File: src/rtl/ble_conn_event_seq.sv
// BLE connection-event sequencer: picks the data channel with Channel Selection
// Algorithm #1, then drives back-to-back TX / T_IFS / RX / T_IFS windows until stopped.
module ble_conn_event_seq #(
    parameter int TX_RX_COUNT = 625,
    parameter int TIFS_COUNT  = 150,
    parameter int CNT_W       = 10
) (
    input  logic        clock,
    input  logic        rst,
    input  logic        start,
    input  logic        stop,
    input  logic        tx_flag,
    input  logic [4:0]  hop_inc,
    input  logic [36:0] chan_map,
    output logic [5:0]  channel_index,
    output logic        channel_valid,
    output logic        ble_tx,
    output logic        ble_rx,
    output logic        ble_tifs,
    output logic        busy
);

    typedef enum logic [2:0] {
        S_IDLE, S_HOP, S_REMAP, S_PH_A, S_TIFS_1, S_PH_B, S_TIFS_2
    } state_t;

    state_t             state_r;
    logic               tx_flag_r;
    logic [4:0]         hop_inc_r;
    logic [36:0]        chan_map_r;
    logic [5:0]         last_unmapped_r;
    logic [5:0]         remap_index_r;
    logic [5:0]         scan_j_r;
    logic [5:0]         used_cnt_r;
    logic [CNT_W-1:0]   cnt_r;
    logic               stop_pend_r;

    logic [6:0]         sum_s;
    logic [6:0]         wrap_s;
    logic [5:0]         unmapped_s;
    logic [5:0]         num_used_s;
    logic [5:0]         remap_s;
    logic               last_txrx_s;
    logic               last_tifs_s;

    function automatic logic [5:0] popcount37(input logic [36:0] v);
        logic [5:0] n;
        n = 6'd0;
        for (int i = 0; i < 37; i++) begin
            n = n + {5'd0, v[i]};
        end
        return n;
    endfunction

    function automatic logic map_bit(input logic [36:0] m, input logic [5:0] idx);
        logic b;
        if (idx < 6'd37) begin
            b = m[idx];
        end else begin
            b = 1'b0;
        end
        return b;
    endfunction

    // Hop arithmetic and remap index for the channel being selected
    always_comb begin
        sum_s      = {1'b0, last_unmapped_r} + {2'b00, hop_inc_r};
        if (sum_s >= 7'd37) begin
            wrap_s = sum_s - 7'd37;
        end else begin
            wrap_s = sum_s;
        end
        if (wrap_s <= 7'd36) begin
            unmapped_s = wrap_s[5:0];
        end else begin
            unmapped_s = 6'd0;
        end
        num_used_s = popcount37(chan_map_r);
        if (num_used_s == 6'd0) begin
            remap_s = 6'd0;
        end else begin
            remap_s = unmapped_s % num_used_s;
        end
        last_txrx_s = (cnt_r == CNT_W'(TX_RX_COUNT - 1));
        last_tifs_s = (cnt_r == CNT_W'(TIFS_COUNT - 1));
    end

    // Event FSM with registered phase strobes
    always_ff @(posedge clock) begin
        if (rst) begin
            state_r         <= S_IDLE;
            tx_flag_r       <= 1'b0;
            hop_inc_r       <= 5'd0;
            chan_map_r      <= 37'd0;
            last_unmapped_r <= 6'd0;
            remap_index_r   <= 6'd0;
            scan_j_r        <= 6'd0;
            used_cnt_r      <= 6'd0;
            cnt_r           <= {CNT_W{1'b0}};
            stop_pend_r     <= 1'b0;
            channel_index   <= 6'd0;
            channel_valid   <= 1'b0;
            ble_tx          <= 1'b0;
            ble_rx          <= 1'b0;
            ble_tifs        <= 1'b0;
            busy            <= 1'b0;
        end else begin
            if (state_r != S_IDLE && stop) begin
                stop_pend_r <= 1'b1;
            end
            case (state_r)
                S_IDLE: begin
                    if (start) begin
                        tx_flag_r  <= tx_flag;
                        hop_inc_r  <= hop_inc;
                        chan_map_r <= chan_map;
                        busy       <= 1'b1;
                        state_r    <= S_HOP;
                    end
                end
                S_HOP: begin
                    last_unmapped_r <= unmapped_s;
                    if (map_bit(chan_map_r, unmapped_s) || num_used_s == 6'd0) begin
                        channel_index <= unmapped_s;
                        channel_valid <= 1'b1;
                        ble_tx        <= tx_flag_r;
                        ble_rx        <= ~tx_flag_r;
                        cnt_r         <= {CNT_W{1'b0}};
                        state_r       <= S_PH_A;
                    end else begin
                        remap_index_r <= remap_s;
                        scan_j_r      <= 6'd0;
                        used_cnt_r    <= 6'd0;
                        state_r       <= S_REMAP;
                    end
                end
                S_REMAP: begin
                    if (map_bit(chan_map_r, scan_j_r) && used_cnt_r == remap_index_r) begin
                        channel_index <= scan_j_r;
                        channel_valid <= 1'b1;
                        ble_tx        <= tx_flag_r;
                        ble_rx        <= ~tx_flag_r;
                        cnt_r         <= {CNT_W{1'b0}};
                        state_r       <= S_PH_A;
                    end else begin
                        used_cnt_r <= used_cnt_r + {5'd0, map_bit(chan_map_r, scan_j_r)};
                        scan_j_r   <= scan_j_r + 6'd1;
                    end
                end
                S_PH_A, S_PH_B: begin
                    if (last_txrx_s) begin
                        ble_tx   <= 1'b0;
                        ble_rx   <= 1'b0;
                        ble_tifs <= 1'b1;
                        cnt_r    <= {CNT_W{1'b0}};
                        state_r  <= (state_r == S_PH_A) ? S_TIFS_1 : S_TIFS_2;
                    end else begin
                        cnt_r <= cnt_r + CNT_W'(1);
                    end
                end
                S_TIFS_1, S_TIFS_2: begin
                    if (last_tifs_s && stop_pend_r) begin
                        stop_pend_r   <= 1'b0;
                        ble_tifs      <= 1'b0;
                        channel_valid <= 1'b0;
                        busy          <= 1'b0;
                        state_r       <= S_IDLE;
                    end else if (last_tifs_s) begin
                        // PH_B swaps direction relative to PH_A
                        ble_tifs <= 1'b0;
                        ble_tx   <= (state_r == S_TIFS_1) ? ~tx_flag_r : tx_flag_r;
                        ble_rx   <= (state_r == S_TIFS_1) ? tx_flag_r : ~tx_flag_r;
                        cnt_r    <= {CNT_W{1'b0}};
                        state_r  <= (state_r == S_TIFS_1) ? S_PH_B : S_PH_A;
                    end else begin
                        cnt_r <= cnt_r + CNT_W'(1);
                    end
                end
                default: begin
                    stop_pend_r   <= 1'b0;
                    channel_valid <= 1'b0;
                    ble_tx        <= 1'b0;
                    ble_rx        <= 1'b0;
                    ble_tifs      <= 1'b0;
                    busy          <= 1'b0;
                    state_r       <= S_IDLE;
                end
            endcase
        end
    end

endmodule

File: config.mk
export PLATFORM = sky130hd
export DESIGN_NAME = ble_conn_event_seq
export DESIGN_NICKNAME = d
export VERILOG_FILES = /design/src/rtl/ble_conn_event_seq.sv
export SDC_FILE = /design/constraint.sdc
export NUM_CORES = 1
export LEC_CHECK = 0
export ABC_AREA = 1
export CAP_MARGIN = 20
export CELL_PAD_IN_SITES_DETAIL_PLACEMENT = 1
export CELL_PAD_IN_SITES_GLOBAL_PLACEMENT = 1
export CORE_ASPECT_RATIO = 1.1
export CORE_MARGIN = 5
export CORE_UTILIZATION = 30
export DETAILED_ROUTE_END_ITERATION = 6
export PLACE_DENSITY = 0.61
export SLEW_MARGIN = 25
export SYNTH_ARGS = -nofsm -noshare
export SYNTH_HDL_FRONTEND = slang
export SYNTH_SLANG_ARGS = --single-unit
File: constraint.sdc
create_clock -name clock -period 15.2 [get_ports clock]
set_input_delay 3.04 -clock clock [delete_from_list [all_inputs] [get_ports clock]]
set_output_delay 3.04 -clock clock [all_outputs]
set_load 0.05 [all_outputs]
==> run_1/drive_strength.png <==
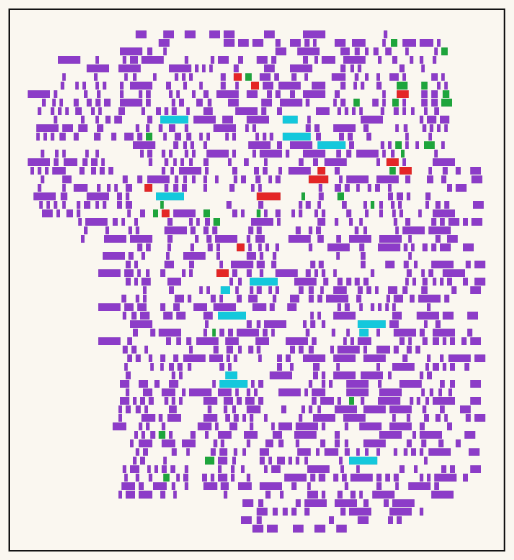
color	size	cells	share
purple	drive 1 or less	1043	95%
red	drive 3 to 4	12	1.1%
green	drive 2	27	2.5%
cyan	drive 6 and up	13	1.2%

==> run_1/cell_classes.png <==
Fill, decap, tap and diode cells in gray.
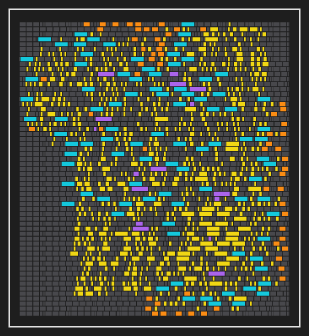
color	class	cells	share of their area
purple	clock drivers and dummy loads	16	3.6%
yellow	all other logic	925	65%
cyan	flops	92	23%
orange	other buffers and delay cells	62	7.7%

==> run_1/final_placement.png <==
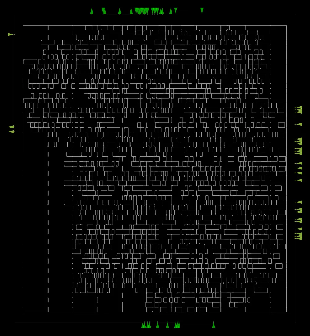
Core ar.: 23620 um2
FILL cells: 3036
final cell count without fillers: 1400

==> run_1/port_nets.png <==
The bar under the picture is 50 um long.
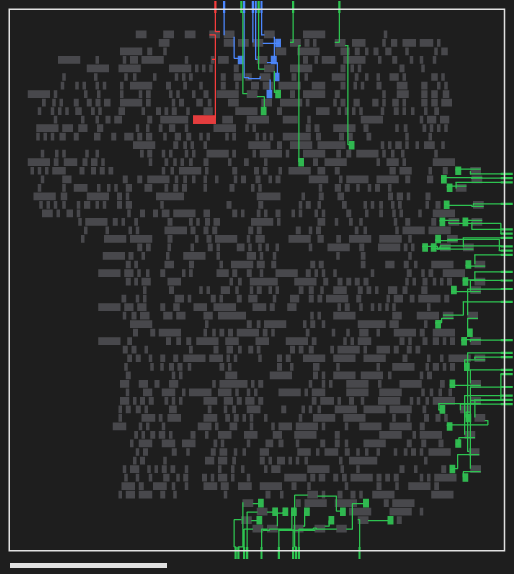
color	port	bits	direction	edge	end cells	wire
red	`ble_rx`	1	output	top	1	37.5 um
green	`chan_map`	37	input	23 right, 10 bottom, 4 top	37	965 um
blue	`hop_inc`	5	input	top	5	103 um

==> impl_metrics.env, run 1 <==
# physical design summary
export IMPL_outcome="finished, final reports clean"
export IMPL_timing_rr_end="remap_index_r[2]$_SDFFE_PP0P_"
export IMPL_ys_top_cells_by_count="nand2_1 (198), inv_1 (159), o21ai_0 (106)"
export IMPL_grt_max_degree=77
export IMPL_startpoint_type="register"
export IMPL_die_area_um2=27160
export IMPL_r2r_start="chan_map_r[5]$_SDFFE_PP0P_"
export IMPL_rows=59
export IMPL_clk_pin_slew_ns=0.07
export IMPL_post_cts_setup_buffers=0
export IMPL_syn_area_um2=7188
export IMPL_cp_arrival_ns=12.82
export IMPL_n_antenna_cell=0
export IMPL_syn_inst=1058
export IMPL_htree_levels=3
export IMPL_hold_start="busy$_SDFFE_PP0P_"
export IMPL_hold_slack_ns=0.4512
export IMPL_antenna_found_initial=0
export IMPL_edf_count=0
export IMPL_ys_area_um2=7188
export IMPL_syn_num_nets=1179
export IMPL_endpoint="remap_index_r[2]$_SDFFE_PP0P_"
export IMPL_overflow=0
export IMPL_ys_flop_type="dfxtp_1"
export IMPL_yosys_stat_seqShare=0.2562
export IMPL_first_pass_iters=4
export IMPL_synthDistinctLibCells=45
export IMPL_final_util=0.3505
export IMPL_cts_sinks=92
export IMPL_top_cell="nand2_1"
export IMPL_hold_end="busy$_SDFFE_PP0P_"
export IMPL_path_class="reg -> reg"
export IMPL_clock_skew_ns=0.006982
export IMPL_drc_errors=0
export IMPL_grt_pass1_wl_mm=37.86
export IMPL_routed_via_density=4.951
export IMPL_cts_resized=0
export IMPL_maxCapViolCount=0
export IMPL_gp_congestion=0.8504
export IMPL_slowest_delay_ns=0.56
export IMPL_crit_path_max_fanout=8
export IMPL_met1Wirelength_mm=10.43
export IMPL_clk_latency_ns=0.36
export IMPL_routedWlPerCell_um=16.62
export IMPL_startpoint="chan_map_r[5]$_SDFFE_PP0P_"
export IMPL_final_cell_mix="nand2_1 (197), inv_1 (158), o21ai_0 (106)"
export IMPL_dp_hpwl_mm=17.71
export IMPL_synth_top_cell_by_area="dfxtp_1"
export IMPL_grt_pass1_vias=7213
export IMPL_drv_slew=0
export IMPL_holdPathStages=2
export IMPL_seq_area_um2=1842
export IMPL_tns_ns=0
export IMPL_hold_path_class="reg -> reg"
export IMPL_critPathSlowestCell="fa_1"
export IMPL_drt_wl_total_mm=23.27
export IMPL_top_layer_used="met4"
export IMPL_cts_buffers=9
export IMPL_warnings=31
export IMPL_required_ns=15.45
export IMPL_synthToLayoutAreaGrowth_pct=15.20
export IMPL_grt_usage=0.1771
export IMPL_io_pins=58
export IMPL_top_cell_area_share=0.2562
export IMPL_dp_cells=1384
export IMPL_die_w_um=157.6
export IMPL_relSlewSlack=0.3580
export IMPL_syn_avg_cell_area_um2=6.794
export IMPL_fin_nets=1211
export IMPL_port_buffers=57
export IMPL_reg2reg_setup_slack_ns=2.63
export IMPL_fp_util=0.3043
export IMPL_worstMarginPinSlew_ns=0.9594
export IMPL_drtIter0Drc=316
export IMPL_cts_buffer_depth=2
export IMPL_dr_wl_met3_um=658
export IMPL_ys_ff=92
export IMPL_cp_end_kind="register"
export IMPL_lay_top_count="nand2_1"
export IMPL_finalHoldViolations=0
## run 1: sequential cells by signal (all words and copies together) (netlist names), 5 cells and up
name	flops
last_unmapped_r	6
chan_map_r	37
channel_index	6
used_cnt_r	6
scan_j_r	6
hop_inc_r	5
cnt_r	10
remap_index_r	6
## run 1: cell families after synthesis
logic type	after synthesis	share of synthesized area
and+or+nand+nor	412	0.2547
AOI/OAI and AO/OA	239	0.1748
buffers and inverters	208	0.1130
DFF	92	0.2562
adders and majority gates	74	0.1612
xor gates and xnor gates	33	0.04021
## run 1: critical path, delay by kind of cell (launching register included)
family	cells	cell delay [ns]
buffers and inverters	13	1.05
adder cells (fa/ha/maj)	12	4.83
AND-OR/OR-AND	20	3.82
AND/OR/NAND/NOR	22	2.46
flip-flops	1	0.31
## run 1: layer usage
layer	GRT usage	vias up
met3	0.02578	38
met4	0.06771	0
li1	-	3489
met1	0.2166	3309
met2	0.3140	95
met5	0	-
## run 1: cell type report
| class | count | area share |
|---|---|---|
| inverter | 167 | 0.07570 |
| multi-input combinational | 758 | 0.5479 |
| clock buffer | 10 | 0.02886 |
| clock inverter | 6 | 0.005591 |
| tap | 305 | 0.04609 |
| timing repair buffer | 62 | 0.07344 |
| sequential | 92 | 0.2224 |
## run 1: stage by stage
stage | setup slack (ns) | instance area, um2
2_1_floorplan | 4.153 | 7188
3_3_place_gp | 3.199 | 7995
3_5_place_dp | 2.665 | 7995
4_1_cts | 2.578 | 8280
5_1_grt | 1.132 | 8280
6_report | 2.629 | 8280
==> run 2: changes to the inputs <==
==> constraint.sdc (replaced) <==
create_clock -name clock -period 12 [get_ports clock]
set_input_delay 2.4 -clock clock [delete_from_list [all_inputs] [get_ports clock]]
set_output_delay 2.4 -clock clock [all_outputs]
set_load 0.05 [all_outputs]
==> run 2 against run 1 <==
Compared with the run above:
- hold slack gained 0.0062 ns
- global-route usage is essentially flat
- non-clock buffer count is 13 higher
- setup slack got worse by 1.9 ns
- critical endpoint is now remap_index_r[0]$_SDFFE_PP0P_
- clock skew is 0.0042 ns higher
- via count grew 0.75%
- first-iteration DRC count decreased by 1.3%
- sequential share of layout area is 0.46 points lower
- register-to-register slack worse by 1.9 ns
==> impl_metrics.env, run 2 <==
# physical design summary
export IMPL_grt_pass1_wl_mm=37.86
export IMPL_met1Wirelength_mm=10.56
export IMPL_maxCapViolCount=0
export IMPL_drtIter0Drc=312
export IMPL_slowest_delay_ns=0.55
export IMPL_final_util=0.3584
export IMPL_met3_usage=0.02228
export IMPL_post_cts_setup_buffers=0
export IMPL_n_antenna_cell=0
export IMPL_reg2reg_setup_slack_ns=0.70
export IMPL_coreArea_um2=23620
export IMPL_synth_top_cell_by_area="dfxtp_1"
export IMPL_warnings=31
export IMPL_area_leaders="dfxtp_1 (26%), nand2_1 (10%), fa_1 (8.6%)"
export IMPL_gp_congestion=0.8493
export IMPL_endpoint="remap_index_r[0]$_SDFFE_PP0P_"
export IMPL_crit_path_max_fanout=8
export IMPL_grt_usage=0.1767
export IMPL_cp_arrival_ns=11.54
export IMPL_outcome="finished, final reports clean"
export IMPL_dp_hpwl_mm=17.79
export IMPL_clock_skew_ns=0.01115
export IMPL_die_w_um=157.6
export IMPL_overflow=0
export IMPL_fin_nets=1224
export IMPL_ys_area_um2=7188
export IMPL_antenna_found_initial=0
export IMPL_top_cell_area_share=0.2562
export IMPL_hold_path_class="reg -> reg"
export IMPL_relSlewSlack=0.3833
export IMPL_first_pass_iters=4
export IMPL_top_layer_used="met4"
export IMPL_drv_slew=0
export IMPL_path_class="reg -> reg"
export IMPL_ys_top_cells_by_count="nand2_1 (198), inv_1 (159), o21ai_0 (106)"
export IMPL_synthDistinctLibCells=45
export IMPL_regMostFlops="chan_map_r"
export IMPL_cts_buffers=9
export IMPL_met2_usage=0.3079
export IMPL_startpoint_type="register"
export IMPL_required_ns=12.24
export IMPL_startpoint="chan_map_r[25]$_SDFFE_PP0P_"
export IMPL_reg2regPathDepth=66
export IMPL_lay_top_count="nand2_1"
export IMPL_drt_wl_total_mm=23.57
export IMPL_place_area_um2=8033
export IMPL_syn_num_nets=1179
export IMPL_fp_util=0.3043
export IMPL_io_pins=58
export IMPL_clk_latency_ns=0.36
export IMPL_fin_area_um2=8467
export IMPL_edf_count=0
export IMPL_syn_inst=1058
export IMPL_fin_ws_ns=0.7007
export IMPL_top_cell="nand2_1"
export IMPL_cp_end_kind="register"
export IMPL_die_area_um2=27160
export IMPL_dp_cells=1389
export IMPL_grt_use_met1=0.2269
export IMPL_port_buffers=57
export IMPL_hold_slack_ns=0.4574
export IMPL_r2r_start="chan_map_r[25]$_SDFFE_PP0P_"
export IMPL_cts_buffer_depth=2
export IMPL_critPathSlowestCell="fa_1"
export IMPL_rows=59
export IMPL_top_regs="chan_map_r x37, cnt_r x10"
export IMPL_dp_slack_ns=-0.1299
export IMPL_clk_pin_slew_ns=0.07
export IMPL_final_cell_mix="nand2_1 (194), inv_1 (156), a21oi_1 (100)"
export IMPL_fillCellCount=2979
export IMPL_top_usage_layer="met2"
export IMPL_drc_errors=0
export IMPL_yosys_stat_seqShare=0.2562
export IMPL_grt_pass1_vias=7121
export IMPL_worstMarginPinSlew_ns=0.9216
export IMPL_htree_levels=3
export IMPL_finalCritPeriodShare=0.9416
export IMPL_tns_ns=0
export IMPL_grt_max_degree=77
export IMPL_syn_area_um2=7188
export IMPL_dr_wl_met3_um=882
[run 2: layout make-up]
class                           count  area (um2)  share of cell area
Inverter                          167       628.1             0.07418
Clock buffer                       10       239.0             0.02823
Sequential cell                    92        1844              0.2178
Timing Repair Buffer               75       705.7             0.08335
Multi-Input combinational cell    758        4632              0.5471
Clock inverter                      5       36.28            0.004286
Tap cell                          305       381.6             0.04507
[run 2: worst max-delay path: cells and delay by family (launching register included)]
| family | cells | cell delay, ns |
|---|---|---|
| adder cells (fa/ha/maj) | 13 | 5.10 |
| AND-OR/OR-AND | 20 | 2.43 |
| AND/OR/NAND/NOR | 20 | 2.29 |
| buffers and inverters | 12 | 0.86 |
| flip-flops | 1 | 0.33 |
| XOR/XNOR | 1 | 0.19 |
[run 2: worst min-delay path by stage]
stage	start	endpoint	slack [ns]	cells after the start
floorplan	hop_inc_r[0]$_SDFFE_PP0P_	hop_inc_r[0]$_SDFFE_PP0P_	0.45	2
global placement	busy$_SDFFE_PP0P_	busy$_SDFFE_PP0P_	0.45	2
detailed placement	busy$_SDFFE_PP0P_	busy$_SDFFE_PP0P_	0.45	2
CTS	busy$_SDFFE_PP0P_	busy$_SDFFE_PP0P_	0.47	2
global route	last_unmapped_r[3]$_SDFFE_PP0P_	last_unmapped_r[3]$_SDFFE_PP0P_	0.51	2
finish	busy$_SDFFE_PP0P_	busy$_SDFFE_PP0P_	0.46	2
[run 2: cell families (layout without fill, tap and decap cells)]
logic type	count (synthesis)	in the layout	synth area share
buffers and inverters	208	257	0.1130
AND-OR/OR-AND	239	239	0.1748
flip-flops	92	92	0.2562
XOR/XNOR	33	33	0.04021
AND/OR/NAND/NOR	412	412	0.2547
adder cells (fa/ha/maj)	74	74	0.1612
==> run_2/port_nets.png <==
The bar under the picture is 50 um long.
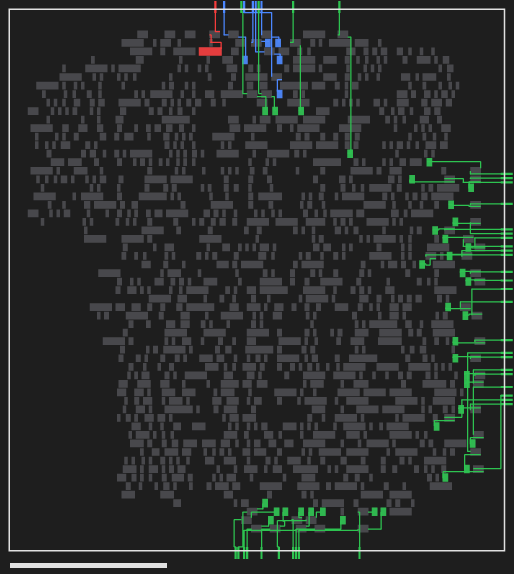
color	port	bits	direction	edge	end cells	wire
blue	`hop_inc`	5	input	top	5	98.3 um
green	`chan_map`	37	input	23 right, 10 bottom, 4 top	37	926 um
red	`ble_rx`	1	output	top	1	16.3 um

==> run_2/final_placement.png <==
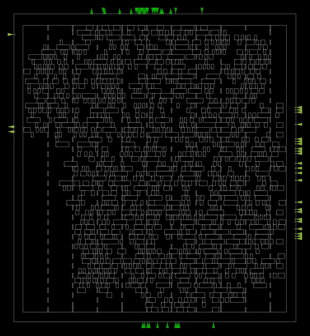
final cell count without fillers: 1412
sequential share of cell area: 0.2178

==> run 3: changes to the inputs <==
--- a/config.mk
+++ b/config.mk
@@ -6,6 +6,7 @@
 export NUM_CORES = 1
 export LEC_CHECK = 0
 export ABC_AREA = 1
+export ABC_CLOCK_PERIOD_IN_PS = 12000
 export CAP_MARGIN = 20
 export CELL_PAD_IN_SITES_DETAIL_PLACEMENT = 1
 export CELL_PAD_IN_SITES_GLOBAL_PLACEMENT = 1
==> run 3 against run 2 <==
Compared with the run above:
- final area did not move
- die size unchanged
- register-to-register slack about the same
- non-clock buffer count unchanged
- largest cell class unchanged
==> impl_metrics.env, run 3 <==
# physical design summary
export IMPL_gp_congestion=0.8493
export IMPL_final_cell_mix="nand2_1 (194), inv_1 (156), a21oi_1 (100)"
export IMPL_adder_share=0.1612
export IMPL_tns_ns=0
export IMPL_clock_skew_ns=0.01115
export IMPL_clk_latency_ns=0.36
export IMPL_dp_slack_ns=-0.1299
export IMPL_fin_nets=1224
export IMPL_crit_buf_inv=12
export IMPL_coreArea_um2=23620
export IMPL_dp_cells=1389
export IMPL_synthDistinctLibCells=45
export IMPL_worstMarginPinSlew_ns=0.9216
export IMPL_grt_usage=0.1767
export IMPL_relSlewSlack=0.3833
export IMPL_ys_cells=1058
export IMPL_path_class="reg -> reg"
export IMPL_lay_top_count="nand2_1"
export IMPL_routed_via_density=4.945
export IMPL_edf_count=0
export IMPL_antenna_found_initial=0
export IMPL_ys_top_cells_by_count="nand2_1 (198), inv_1 (159), o21ai_0 (106)"
export IMPL_final_util=0.3584
export IMPL_first_pass_iters=4
export IMPL_startpoint_type="register"
export IMPL_grt_use_met1=0.2269
export IMPL_outcome="finished, final reports clean"
export IMPL_cts_buffers=9
export IMPL_logic_family="simple AND/OR/NAND/NOR gates"
export IMPL_htree_levels=3
export IMPL_yosys_stat_seqShare=0.2562
export IMPL_drt_wl_total_mm=23.57
export IMPL_maxCapViolCount=0
export IMPL_grt_pass1_vias=7121
export IMPL_fin_ws_ns=0.7007
export IMPL_io_pins=58
export IMPL_top_usage_layer="met2"
export IMPL_slowest_delay_ns=0.55
export IMPL_place_area_um2=8033
export IMPL_hold_slack_ns=0.4574
export IMPL_top_cell="nand2_1"
export IMPL_ys_area_um2=7188
export IMPL_crit_path_max_fanout=8
export IMPL_synth_compound_area_share=0.1748
export IMPL_synthXorXnorAreaFrac=0.04021
export IMPL_finalCritPeriodShare=0.9416
export IMPL_n_antenna_cell=0
export IMPL_top_layer_used="met4"
export IMPL_fin_cells=1412
export IMPL_drtIter0Drc=312
export IMPL_warnings=31
export IMPL_met2_usage=0.3079
export IMPL_syn_num_nets=1179
export IMPL_syn_inst=1058
export IMPL_dp_hpwl_mm=17.79
export IMPL_grt_max_degree=77
export IMPL_critPathSlowestCell="fa_1"
export IMPL_root_buffer="clkbuf_16"
export IMPL_simple_gate_share=0.2547
export IMPL_syn_area_um2=7188
export IMPL_overflow=0
export IMPL_regMostFlops="chan_map_r"
export IMPL_synthToLayoutAreaGrowth_pct=17.79
export IMPL_die_w_um=157.6
export IMPL_cpLargestDelayFamily="adder cells"
export IMPL_fp_util=0.3043
export IMPL_met3_usage=0.02228
export IMPL_area_leaders="dfxtp_1 (26%), nand2_1 (10%), fa_1 (8.6%)"
export IMPL_cts_buffer_depth=2
export IMPL_grt_pass1_wl_mm=37.86
export IMPL_top_regs="chan_map_r x37, cnt_r x10"
export IMPL_drv_slew=0
export IMPL_top_cell_area_share=0.2562
export IMPL_rows=59
export IMPL_die_area_um2=27160
export IMPL_port_buffers=57
export IMPL_hold_path_class="reg -> reg"
export IMPL_fin_area_um2=8467
export IMPL_cp_end_kind="register"
export IMPL_drc_errors=0
-- run 3: logic make-up (layout without fill, tap and decap cells) --
| logic type | after synthesis | count (layout) |
|---|---|---|
| AND/OR/NAND/NOR | 412 | 412 |
| XOR/XNOR | 33 | 33 |
| flip-flops | 92 | 92 |
| adder cells (fa/ha/maj) | 74 | 74 |
| buffers and inverters | 208 | 257 |
| AND-OR/OR-AND | 239 | 239 |
-- run 3: repair_timing --
action                                  4_1_cts  5_1_grt
endpoints found under the setup margin        6        6
gates resized                                 3       35
pin swaps                                     0       20
buffers inserted                              0        8
-- run 3: final timing paths --
kind                                                  start                       endpoint  slack, ns  cells past startpoint
worst min-delay path                      busy$_SDFFE_PP0P_              busy$_SDFFE_PP0P_       0.46                      2
worst max register to register  chan_map_r[25]$_SDFFE_PP0P_  remap_index_r[0]$_SDFFE_PP0P_       0.70                     66
worst min register to register            busy$_SDFFE_PP0P_              busy$_SDFFE_PP0P_       0.46                      2
worst max-delay path            chan_map_r[25]$_SDFFE_PP0P_  remap_index_r[0]$_SDFFE_PP0P_       0.70                     66
-- run 3: final cells by class --
| type | count | area (um2) |
|---|---|---|
| Clock buffer | 10 | 239.0 |
| Tap cell | 305 | 381.6 |
| Timing Repair Buffer | 75 | 705.7 |
| Multi-Input combinational cell | 758 | 4632 |
| Clock inverter | 5 | 36.28 |
| Sequential cell | 92 | 1844 |
| Inverter | 167 | 628.1 |
| Fill cell | 2979 | 15160 |
==> run_3/drive_strength.png <==
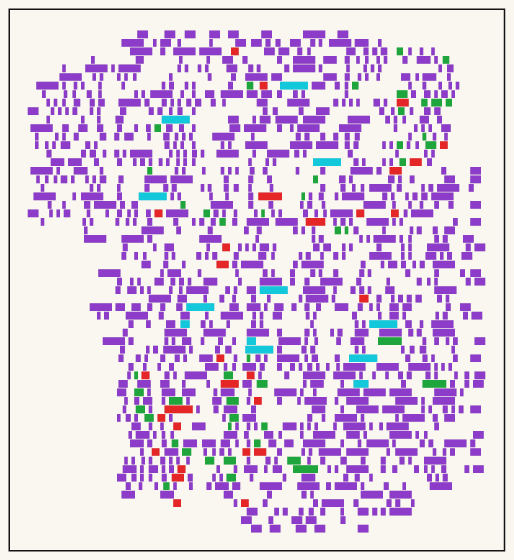
color	size	cells	share
red	drive 3 to 4	29	2.6%
purple	drive 1 or less	1020	92%
cyan	drive 6 and up	12	1.1%
green	drive 2	46	4.2%

==> run_3/metal_stack.png <==
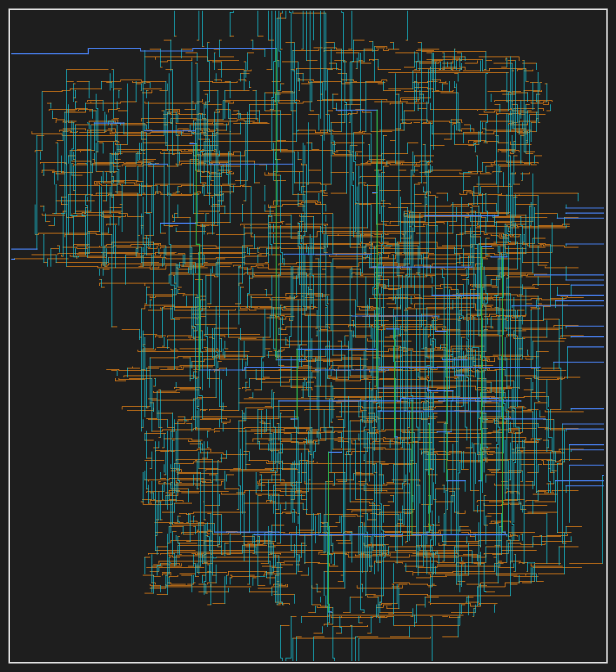
color	layer	wire length
cyan	met2	11600 um
green	met4	544 um
blue	met3	883 um
orange	met1	10600 um

